$ cat config.mk
export PLATFORM = sky130hd
export DESIGN_NAME = fifo_read_ctrl
export DESIGN_NICKNAME = d
export VERILOG_FILES = /design/src/rtl/fifo_pkg.sv /design/src/rtl/fifo_out_skid.sv /design/src/rtl/fifo_read_ctrl.sv
export SDC_FILE = /design/constraint.sdc
export NUM_CORES = 1
export LEC_CHECK = 0
export CAP_MARGIN = 20
export CELL_PAD_IN_SITES_DETAIL_PLACEMENT = 0
export CELL_PAD_IN_SITES_GLOBAL_PLACEMENT = 1
export CORE_MARGIN = 10
export CORE_UTILIZATION = 43
export DETAILED_ROUTE_END_ITERATION = 7
export PLACE_DENSITY_LB_ADDON = 0.1
export SLEW_MARGIN = 20
export SYNTH_ARGS = -nofsm -noshare
export SYNTH_HDL_FRONTEND = slang
export SYNTH_SLANG_ARGS = --single-unit
$ cat constraint.sdc
create_clock -name fiford_clk_i -period 6.4 [get_ports fiford_clk_i]
set_input_delay 1.28 -clock fiford_clk_i [delete_from_list [all_inputs] [get_ports fiford_clk_i]]
set_output_delay 1.28 -clock fiford_clk_i [all_outputs]
set_load 0.02 [all_outputs]
$ cat src/rtl/fifo_pkg.sv
// Shared FIFO definitions: default geometry and pointer arithmetic helpers.
// Latency: n/a (package only).
// Backpressure: n/a (package only).
package fifo_pkg;

    localparam int DEF_ADDRESS_WIDTH = 13;
    localparam int DEF_DATA_WIDTH    = 32;

    // Pointers carry one extra wrap bit above the RAM address.
    function automatic int ptr_width(input int address_width);
        return address_width + 1;
    endfunction

    function automatic int fifo_depth(input int address_width);
        return 2 ** address_width;
    endfunction

    // Modular pointer difference. The caller truncates the result to its
    // pointer width, so the low bits give the correct distance across wrap.
    function automatic logic [31:0] ptr_diff(input logic [31:0] a, input logic [31:0] b);
        return a - b;
    endfunction

endpackage

$ cat src/rtl/fifo_out_skid.sv
// Two-entry output buffer for the FIFO read side; head word is presented as the stream data.
// Latency: a pushed word is visible at the head one cycle after the push edge.
// Backpressure: caller must not push when full without a same-cycle pop; head holds until popped.
//
// Ports:
//   clk_i, rstn_i   clock and asynchronous active-low reset
//   flush_i         synchronous discard of both entries (wins over push/pop)
//   push_i, push_data_i   write a word into the buffer
//   pop_i           remove the head word (only when count_o != 0)
//   count_o         number of held words (0..2)
//   data_o, valid_o head word and its valid flag
module fifo_out_skid #(
    parameter int DATA_WIDTH = 32
) (
    input  logic                  clk_i,
    input  logic                  rstn_i,
    input  logic                  flush_i,
    input  logic                  push_i,
    input  logic [DATA_WIDTH-1:0] push_data_i,
    input  logic                  pop_i,
    output logic [1:0]            count_o,
    output logic [DATA_WIDTH-1:0] data_o,
    output logic                  valid_o
);

    logic [DATA_WIDTH-1:0] head_q;
    logic [DATA_WIDTH-1:0] tail_q;
    logic [1:0]            count_q;

    always_ff @(posedge clk_i or negedge rstn_i) begin
        if (!rstn_i) begin
            head_q  <= '0;
            tail_q  <= '0;
            count_q <= 2'd0;
        end else if (flush_i) begin
            count_q <= 2'd0;
        end else begin
            case ({push_i, pop_i})
                2'b10: begin
                    if (count_q == 2'd0) begin
                        head_q <= push_data_i;
                    end else begin
                        tail_q <= push_data_i;
                    end
                    count_q <= count_q + 2'd1;
                end
                2'b01: begin
                    // Head only changes when a second word is waiting behind it.
                    if (count_q == 2'd2) begin
                        head_q <= tail_q;
                    end
                    count_q <= count_q - 2'd1;
                end
                2'b11: begin
                    // Count unchanged, head advances.
                    if (count_q == 2'd1) begin
                        head_q <= push_data_i;
                    end else begin
                        head_q <= tail_q;
                        tail_q <= push_data_i;
                    end
                end
                default: ;
            endcase
        end
    end

    assign count_o = count_q;
    assign data_o  = head_q;
    assign valid_o = (count_q != 2'd0);

endmodule

$ cat src/rtl/fifo_read_ctrl.sv
// Read-side FIFO controller: fetches from the dual-port RAM and presents a show-ahead valid/ready stream.
// Latency: write pointer advance in cycle t (empty FIFO) -> valid in t+2; 1 word/cycle sustained afterwards.
// Backpressure: fetches stop when held + in-flight words would exceed the 2-entry output buffer.
//
// Ports:
//   fiford_clk_i / fiford_rstn_i   clock (shared with RAM) and async active-low reset
//   fiford_wrptr_i                 writer's next-write pointer (AW+1 bits, same clock)
//   fiford_flush_i                 synchronous discard of all unread entries
//   fiford_ramaddr_o / fiford_ramdata_i   RAM read address and registered-address read data
//   fiford_relptr_o                slots below this pointer may be overwritten by the writer
//   fiford_data_o / fiford_valid_o / fiford_ready_i   output stream
//   fiford_level_o                 entries written but not yet popped
module fifo_read_ctrl
    import fifo_pkg::*;
#(
    parameter int ADDRESS_WIDTH = DEF_ADDRESS_WIDTH,
    parameter int DATA_WIDTH    = DEF_DATA_WIDTH
) (
    input  logic                     fiford_clk_i,
    input  logic                     fiford_rstn_i,
    input  logic [ADDRESS_WIDTH:0]   fiford_wrptr_i,
    input  logic                     fiford_flush_i,
    output logic [ADDRESS_WIDTH-1:0] fiford_ramaddr_o,
    input  logic [DATA_WIDTH-1:0]    fiford_ramdata_i,
    output logic [ADDRESS_WIDTH:0]   fiford_relptr_o,
    output logic [DATA_WIDTH-1:0]    fiford_data_o,
    output logic                     fiford_valid_o,
    input  logic                     fiford_ready_i,
    output logic [ADDRESS_WIDTH:0]   fiford_level_o
);

    localparam int            PW      = ptr_width(ADDRESS_WIDTH);
    localparam logic [PW-1:0] PTR_ONE = 1;

    logic [PW-1:0] fetch_ptr;
    logic [PW-1:0] rel_ptr;
    logic [PW-1:0] pop_ptr;
    logic          inflight;

    logic [1:0]    buf_count;
    logic [1:0]    occ;
    logic          avail;
    logic          pop;
    logic          fetch;
    logic          capture;

    assign avail = (fiford_wrptr_i != fetch_ptr);
    assign pop   = fiford_valid_o & fiford_ready_i;
    assign occ   = buf_count + {1'b0, inflight};

    // A pop this cycle frees a slot for the word fetched now, which lands
    // two edges later; pop implies occ >= 1 so the subtraction cannot wrap.
    assign fetch   = avail & ((occ - {1'b0, pop}) < 2'd2) & ~fiford_flush_i;

    // The RAM word addressed last cycle is on fiford_ramdata_i now.
    assign capture = inflight & ~fiford_flush_i;

    assign fiford_ramaddr_o = fetch_ptr[ADDRESS_WIDTH-1:0];

    always_ff @(posedge fiford_clk_i or negedge fiford_rstn_i) begin
        if (!fiford_rstn_i) begin
            fetch_ptr <= '0;
            rel_ptr   <= '0;
            pop_ptr   <= '0;
            inflight  <= 1'b0;
        end else if (fiford_flush_i) begin
            fetch_ptr <= fiford_wrptr_i;
            rel_ptr   <= fiford_wrptr_i;
            pop_ptr   <= fiford_wrptr_i;
            inflight  <= 1'b0;
        end else begin
            if (fetch) begin
                fetch_ptr <= fetch_ptr + PTR_ONE;
            end
            inflight <= fetch;
            // Release a slot only once its word sits in the output buffer,
            // so a writer overwrite on the same edge cannot corrupt it.
            if (capture) begin
                rel_ptr <= rel_ptr + PTR_ONE;
            end
            if (pop) begin
                pop_ptr <= pop_ptr + PTR_ONE;
            end
        end
    end

    fifo_out_skid #(
        .DATA_WIDTH (DATA_WIDTH)
    ) u_out_skid (
        .clk_i       (fiford_clk_i),
        .rstn_i      (fiford_rstn_i),
        .flush_i     (fiford_flush_i),
        .push_i      (capture),
        .push_data_i (fiford_ramdata_i),
        .pop_i       (pop),
        .count_o     (buf_count),
        .data_o      (fiford_data_o),
        .valid_o     (fiford_valid_o)
    );

    assign fiford_relptr_o = rel_ptr;
    assign fiford_level_o  = PW'(ptr_diff(32'(fiford_wrptr_i), 32'(pop_ptr)));

endmodule

==> run_1/met1.png <==
Drawn at 3 px/um. Supply wires on this layer in gray.
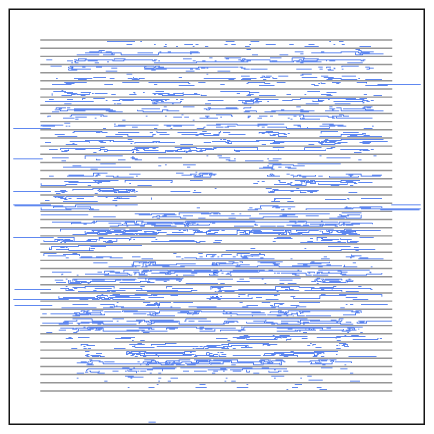
The wires run mostly horizontal. The layer carries 6800 um of wire. 665 nets have wire on it. The layer holds 47% of the routed length. The longest straight run is 39.6 um.
met1 Use GR: 21.5%
vias: 4477
routed wire length: 14.6 mm

==> run_1/met2.png <==
Drawn at 2 px/um.
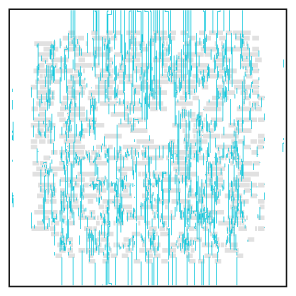
The wires run mostly vertical. The longest straight run is 49.5 um. The layer holds 45% of the routed length. 645 nets have wire on it. The layer carries 6610 um of wire.
met2 Use GR: 23.5%

==> run_1/met3.png <==
Drawn at 3 px/um.
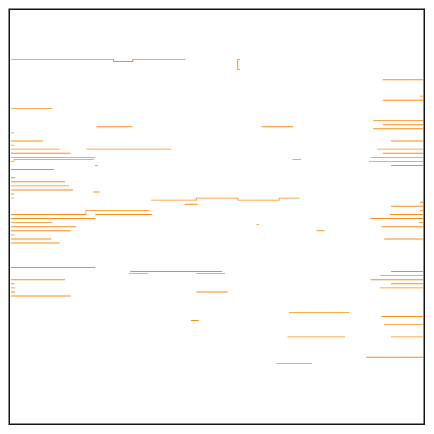
The layer carries 1070 um of wire. The layer holds 7.3% of the routed length. The longest straight run is 34.0 um. 72 nets have wire on it.
M3 GR Usage: 4.71%

==> run_1/final_placement.png <==
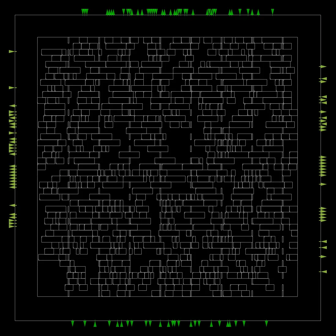
Non-Filler Instances: 856
core area: 13700 sq um

run 1: how the worst min path moves through the flow:
| stage | startpoint | endpoint | slack (ns) | depth (start not counted) |
|---|---|---|---|---|
| finish | u_out_skid.data_o[18] | u_out_skid.data_o[18] | 0.48 | 2 |
| global route | u_out_skid.data_o[9] | u_out_skid.data_o[9] | 0.51 | 2 |
| CTS | u_out_skid.data_o[14] | u_out_skid.data_o[14] | 0.49 | 2 |
| detailed placement | u_out_skid.data_o[14] | u_out_skid.data_o[14] | 0.47 | 2 |
| global placement | u_out_skid.data_o[14] | u_out_skid.data_o[14] | 0.46 | 2 |
| floorplan | u_out_skid.tail_q[0] | u_out_skid.tail_q[0] | 0.48 | 1 |
run 1: cells in the mapped netlist, types with 13 or more instances:
cell,number,area (sq um)
dfrtp_1,109,2730
nand2_1,54,203
xnor2_1,52,455
o21ai_0,39,195
mux2_2,36,405
a21oi_1,34,170
mux2i_1,34,340
nor2_1,29,109
ha_1,20,250
inv_1,19,71.3
clkbuf_1,14,52.6
nand4_1,14,87.6
buf_4,13,97.6
run 1: logic make-up after synthesis:
logic type,count (synthesis)
xor gates and xnor gates,66
DFF,109
AOI/OAI and AO/OA,101
buffers and inverters,56
muxes,70
and+or+nand+nor,149
adders and majority gates,21
run 1: state kept, by name (all words and copies together), names as in the netlist:
| name | flops |
|---|---|
| u_out_skid.data_o | 32 |
| fiford_relptr_o | 14 |
| u_out_skid.count_o | 2 |
| inflight | 1 |
| pop_ptr | 14 |
| fetch_ptr | 14 |
| u_out_skid.tail_q | 32 |
run 1: per-layer routing:
layer	track usage, %	vias to the layer above	routed length, um
met5	0	-	0
met4	2.84	0	109
met3	4.71	10	1070
met2	23.5	94	6610
met1	21.5	2196	6800
li1	-	2177	-
==> results.cfg, run 1 <==
; flow metrics
[critical_path]
path_class = input pin to output pin
cp-startpoint = fiford_wrptr_i[0]
cp.depth = 12
critPathCaptureType = output pin
worstPathRequired_ns = 5.12
critical_path_buf_inv_count = 4
critical_path.top_delay_family = AND-OR/OR-AND gates

[floorplanning]
chipArea_sq_um = 19000
die_h_um = 138
rows = 43

[pwr]
pwr.group.clock_uw = 498
pwr-share-clk_pct = 16.7
power-top-group = combinational logic
p_comb_mw = 1.34
comb_power_share_pct = 45.2
power_switching_mw = 1.10
pg_seq_mw = 1.13

[place]
pre_cts_ws_ns = 0.600
placed_area_sq_um = 7260
gp_congestion = 0.791
dp.cells = 843

[global_routing]
grt_max_degree = 65
grt_first_pass_wirelength_mm = 23.6
grt_util_all_layers_pct = 15.5

[sta]
max-slew-margin-rel_pct = 32.9
fin_tns_setup_ns = 0
layout_setup_ws_ns = 0.604
fin_crit_ns = 5.80

[layout]
combAreaFraction_pct = 39.6
nonClkBufAreaFrac_pct = 16.6
inverters = 21
mostFrequentLayoutCell = clkdlybuf4s50_1
final_cell_area_sq_um = 7520
diodes = 0
clock_area_share_pct = 3.40
nClkBuffers = 11

[cts]
clk_pin_slew_ns = 0.06
root_buffer = clkbuf_16

[logic_synthesis]
synthXorXnorAreaFrac_pct = 9.93
enable_flop_cells = 0
synth.distinct_cells = 48

[outcome]
status = finished clean
==> run 1 -> run 2 <==
--- a/config.mk
+++ b/config.mk
@@ -5,7 +5,7 @@
 export SDC_FILE = /design/constraint.sdc
 export NUM_CORES = 1
 export LEC_CHECK = 0
-export CAP_MARGIN = 20
+export CAP_MARGIN = 15
 export CELL_PAD_IN_SITES_DETAIL_PLACEMENT = 0
 export CELL_PAD_IN_SITES_GLOBAL_PLACEMENT = 1
 export CORE_MARGIN = 10
==> run_2/final_placement.png <==
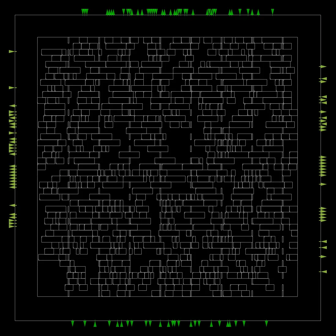
Tapcells: 180
Fillers: 1224
num rows: 43

==> run_2/met1.png <==
Drawn at 3 px/um. Supply wires on this layer in gray.
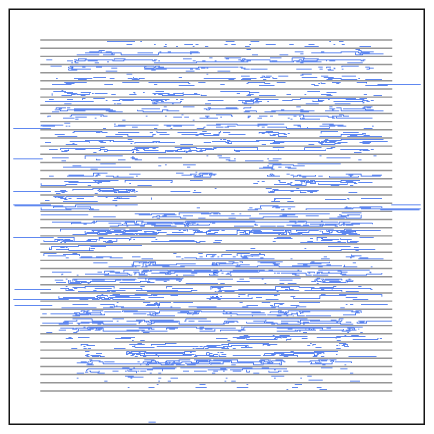
The longest straight run is 39.6 um. The layer carries 6800 um of wire. The layer holds 47% of the routed length.

==> run 2 against run 1 <==
Against the previous run:
- hold slack did not move
- critical endpoint unchanged
- clock skew did not move
- critical path type unchanged
- critical path depth did not move
- highest routed layer unchanged
==> results.cfg, run 2 <==
; flow metrics
[critical_path]
critPathCaptureType = output pin
cp.arrival_ns = 4.52
worstPathRequired_ns = 5.12
crit_end = fiford_level_o[12]
r2r_setup_slack_ns = 3.46
r2r_cells = 12
cp-startpoint = fiford_wrptr_i[0]
path_class = input pin to output pin

[logic_synthesis]
ys_sh_aoi_pct = 9.83
synthArstFlopShare_pct = 100
yosys.area.top_type = dfrtp_1
enable_flop_cells = 0
mux_share_pct = 12.5
top_cells_by_count = dfrtp_1 (109), nand2_1 (54), xnor2_1 (52), o21ai_0 (39), mux2_2 (36)
ys_area_sq_um = 5970
synth_dominant_cell_count = dfrtp_1
syn-cell-area_sq_um = 5970
yosys_cells = 572
synth-seq-cells = 109
synth.yosys.warnings = 0
synth_top_flop_cell = dfrtp_1
synth.distinct_cells = 48
synthXorXnorAreaFrac_pct = 9.93
yosys.area.top_type_share_pct = 45.7
netlist_logic_family_top = simple AND/OR/NAND/NOR gates
synth_area_per_cell_sq_um = 10.4
topCellsByArea = dfrtp_1 (46%), xnor2_1 (7.6%), mux2_2 (6.8%)

[sta]
fin_crit_sh_pct = 90.6
worstMarginPinSlew_ns = 1.01
rsz0062_at_grt = no
fin_tns_setup_ns = 0
maxSlewViolCount = 0
fin_crit_ns = 5.80
max_freq_mhz = 173
max-slew-margin-rel_pct = 32.9

[pwr]
power_density_nw_per_um2 = 395
swShare_pct = 37.1
p_seq_share_pct = 38.0
ir_worst_vdd_mv = 0.199
power_switching_mw = 1.10
pwr-share-clk_pct = 16.7
p_int_mw = 1.87
comb_power_share_pct = 45.2

[cts]
cts-buffers-inserted = 9
cts.sinks = 109
cts_tree = done
ctsHtreeMaxLevel = 3
postCtsSetupRepairBufs = 0
root_buffer = clkbuf_16
clk_pin_slew_ns = 0.06

[floorplanning]
io_pins = 124
core_area_sq_um = 13700
fp_util_pct = 43.5
chipArea_sq_um = 19000
die_h_um = 138

[route]
routedWlPerCell_um = 17.0
route.vias.total = 4477
wl_mm = 14.6
drc = 0

[layout]
instances_no_fill = 856
num-nets-final = 745
diodes = 0
mostFrequentLayoutCells = clkdlybuf4s50_1 (122), dfrtp_1 (109), nand2_1 (54)
mostFrequentLayoutCell = clkdlybuf4s50_1
syn_to_final_growth_pct = 25.9

[job]
warnings = 28
max-cap-violations = 0

[place]
port_buffers = 123
dp.cells = 843
gp_congestion = 0.791

[min_path]
hold_path_class = register to register
hold_start = u_out_skid.data_o[18]
min_to = u_out_skid.data_o[18]
hold_depth = 2

[global_routing]
overflow = 0
antenna_found_initial = 0
grt_max_degree = 65
grt_first_pass_wirelength_mm = 23.6
grt_util_all_layers_pct = 15.5

[outcome]
status = finished clean
==> run_2/met2.png <==
Drawn at 2 px/um.
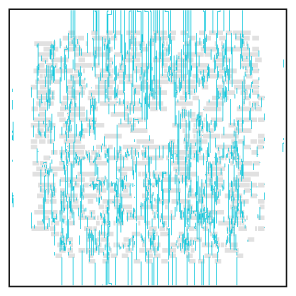
The longest straight run is 49.5 um. The layer carries 6610 um of wire. The wires run mostly vertical.

==> run 2: cell counts after synthesis <==
No cell type changed its count.
==> run 2: final cells by class <==
type                    count  area, sq um  area share [%]
multi-input cells         407         2980            39.6
flip-flops and latches    109         2730            36.3
repair buffers            126         1250            16.6
clock buffers              11          243            3.23
well taps                 180          225            3.00
inverters                  21         78.8            1.05
clock inverters             2         12.5           0.166
==> run 2: stage by stage <==
stage          util, %  area (sq um)  power [mW]  setup WS, ns
6_report          54.8          7520        2.97         0.604
5_1_grt           54.8          7520        3.18         0.406
4_1_cts           54.8          7520        3.01         0.573
3_5_place_dp      52.9          7260        2.50         0.600
3_3_place_gp      52.9          7250        2.46         0.617
2_1_floorplan        -          5970        1.98          1.80
==> run 2: routing by layer <==
| metal | global-route usage, % | up-vias | routed length (um) |
|---|---|---|---|
| li1 | - | 2177 | - |
| met1 | 21.5 | 2196 | 6800 |
| met2 | 23.5 | 94 | 6610 |
| met3 | 4.71 | 10 | 1070 |
| met4 | 2.84 | 0 | 109 |
| met5 | 0 | - | 0 |
==> run 2: critical path, cell delays in order <==
cell             delay, ns
clkdlybuf4s50_1       0.45
inv_1                 0.08
ha_1                  0.16
inv_1                 0.06
fa_1                  0.39
a21oi_1               0.24
o211ai_1              0.16
o41a_1                0.40
a311o_1               0.38
a21oi_1               0.17
xnor2_1               0.13
clkdlybuf4s50_1       0.62
==> run 2: power groups by stage <==
stage | sequential, mW | combinational [mW] | clock (mW)
2_1_floorplan | 1.21 | 0.768 | 0
3_3_place_gp | 1.13 | 1.34 | 0
3_5_place_dp | 1.14 | 1.36 | 0
4_1_cts | 1.13 | 1.37 | 0.514
5_1_grt | 1.17 | 1.47 | 0.546
6_report | 1.13 | 1.34 | 0.498
==> run 2 -> run 3 <==
--- a/config.mk
+++ b/config.mk
@@ -12,6 +12,7 @@
 export CORE_UTILIZATION = 43
 export DETAILED_ROUTE_END_ITERATION = 7
 export PLACE_DENSITY_LB_ADDON = 0.1
+export SETUP_SLACK_MARGIN = 0.05
 export SLEW_MARGIN = 20
 export SYNTH_ARGS = -nofsm -noshare
 export SYNTH_HDL_FRONTEND = slang
==> run_3/final_placement.png <==
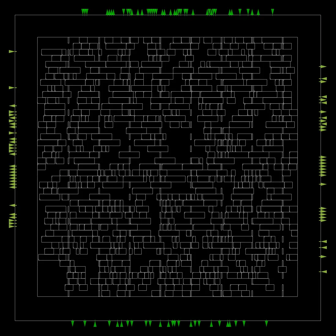
final core utilization: 54.8%
seq_cells: 109
sequential portion of the cell area: 36.3%

==> run_3/met3.png <==
Drawn at 3 px/um.
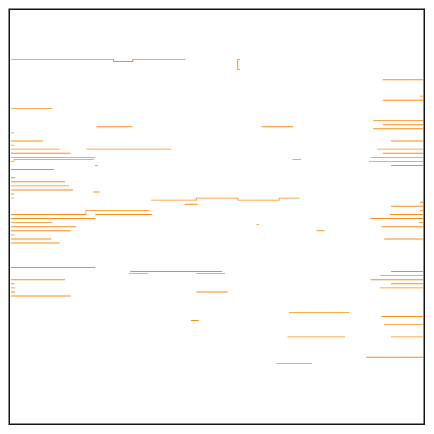
72 nets have wire on it. The layer carries 1070 um of wire.

==> run 3 against run 2 <==
Against the previous run:
- first-iteration DRC count stayed put
- hold slack is the same
- largest power group unchanged
- sequential share of layout area unchanged
- total power unchanged
- critical path type unchanged
==> results.cfg, run 3 <==
; flow metrics
[global_routing]
grt_first_pass_wirelength_mm = 23.6
met1_usage_pct = 21.5
antenna_found_initial = 0
grt_max_degree = 65
grt_util_all_layers_pct = 15.5

[outcome]
status = finished clean

[cts]
postCtsSetupRepairBufs = 0
cts.sinks = 109
clk_pin_slew_ns = 0.06
root_buffer = clkbuf_16
cts-buffers-inserted = 9
cts_tree = done
ctsHtreeMaxLevel = 3

[layout]
fillers = 1224
diodes = 0
mostFrequentLayoutCell = clkdlybuf4s50_1
comb_area_sq_um = 2980

[logic_synthesis]
syn-cell-area_sq_um = 5970
synth_dominant_cell_count = dfrtp_1
synth.distinct_cells = 48
synth_top_flop_cell = dfrtp_1
top_cells_by_count = dfrtp_1 (109), nand2_1 (54), xnor2_1 (52), o21ai_0 (39), mux2_2 (36)
synth.yosys.warnings = 0
enable_flop_cells = 0
topCellsByArea = dfrtp_1 (46%), xnor2_1 (7.6%), mux2_2 (6.8%)
yosys_cells = 572
yosys.area.top_type_share_pct = 45.7
synthArstFlopShare_pct = 100

[floorplanning]
core_area_sq_um = 13700
io_pins = 124

[job]
warnings = 28

[route]
route.vias.total = 4477
routedWlPerCell_um = 17.0

[pwr]
comb_power_share_pct = 45.2
pg_seq_mw = 1.13
p_int_mw = 1.87
pwr.group.clock_uw = 498
p_comb_mw = 1.34
pwr-share-clk_pct = 16.7
swShare_pct = 37.1
ir_worst_vdd_mv = 0.199

[sta]
fin_tns_setup_ns = 0
layout_setup_ws_ns = 0.604
max-slew-margin-rel_pct = 32.9
fin_crit_ns = 5.80

[place]
placed_area_sq_um = 7260
pre_cts_ws_ns = 0.600

[critical_path]
path_cells = clkdlybuf4s50_1 -> inv_1 -> ha_1 -> inv_1 -> fa_1 -> a21oi_1 -> o211ai_1 -> o41a_1 -> a311o_1 -> a21oi_1 -> xnor2_1 -> clkdlybuf4s50_1
slowest_stage = clkdlybuf4s50_1
cp.arrival_ns = 4.52
worstPathRequired_ns = 5.12
==> run_3/pins.png <==
Drawn at 3 px/um. Pins as bars across the die edge, other pins in gray.
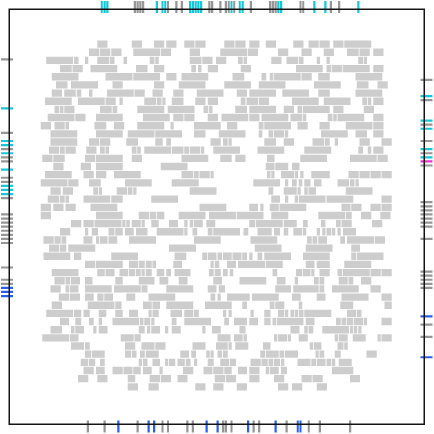
Key: fiford_ramdata_i = cyan [pins 32, direction input, edge 19 top, 8 left, 5 right]; fiford_valid_o = magenta [pins 1, direction output, edge right]; fiford_wrptr_i = blue [pins 14, direction input, edge 9 bottom, 3 left, 2 right]
All pins by edge: 40 top, 30 left, 29 right, 25 bottom.
Die Y: 138 um
number of port buffers: 123
Die W: 138 um

run 3: cell families (layout without fill, tap and decap cells):
| kind of cell | Yosys count | in the layout | share of synthesized area, % |
|---|---|---|---|
| xor gates and xnor gates | 66 | 66 | 9.93 |
| buffers and inverters | 56 | 160 | 4.61 |
| adders and majority gates | 21 | 21 | 4.53 |
| DFF | 109 | 109 | 45.7 |
| muxes | 70 | 70 | 12.5 |
| and+or+nand+nor | 149 | 149 | 12.9 |
| AOI/OAI and AO/OA | 101 | 101 | 9.83 |
run 3: area by class of cell:
cell class	instances	share of cell area, %
Clock buffer	11	3.23
Tap cell	180	3.00
Multi-Input combinational cell	407	39.6
Sequential cell	109	36.3
Timing Repair Buffer	126	16.6
Clock inverter	2	0.166
Inverter	21	1.05
run 3: layer usage:
metal	up-vias	wire length (um)	part of all wire, %
li1	2177	-	-
met1	2196	6800	47
met2	94	6610	45
met3	10	1070	7.3
met4	0	109	0.75
met5	-	0	0
run 3: path summary, 6_finish.rpt:
kind | slack [ns] | depth (start not counted) | endpoint | startpoint
worst max-delay path | 0.60 | 12 | fiford_level_o[12] | fiford_wrptr_i[0]
worst min-delay path | 0.48 | 2 | u_out_skid.data_o[18] | u_out_skid.data_o[18]
worst max register to register | 3.46 | 12 | fetch_ptr[9] | u_out_skid.count_o[1]
worst min register to register | 0.48 | 2 | u_out_skid.data_o[18] | u_out_skid.data_o[18]
max in group asynchronous | 4.20 | 2 | pop_ptr[2] | fiford_rstn_i
min in group asynchronous | 0.96 | 1 | pop_ptr[0] | fiford_rstn_i
Power is estimated from default activity; no workload was simulated.
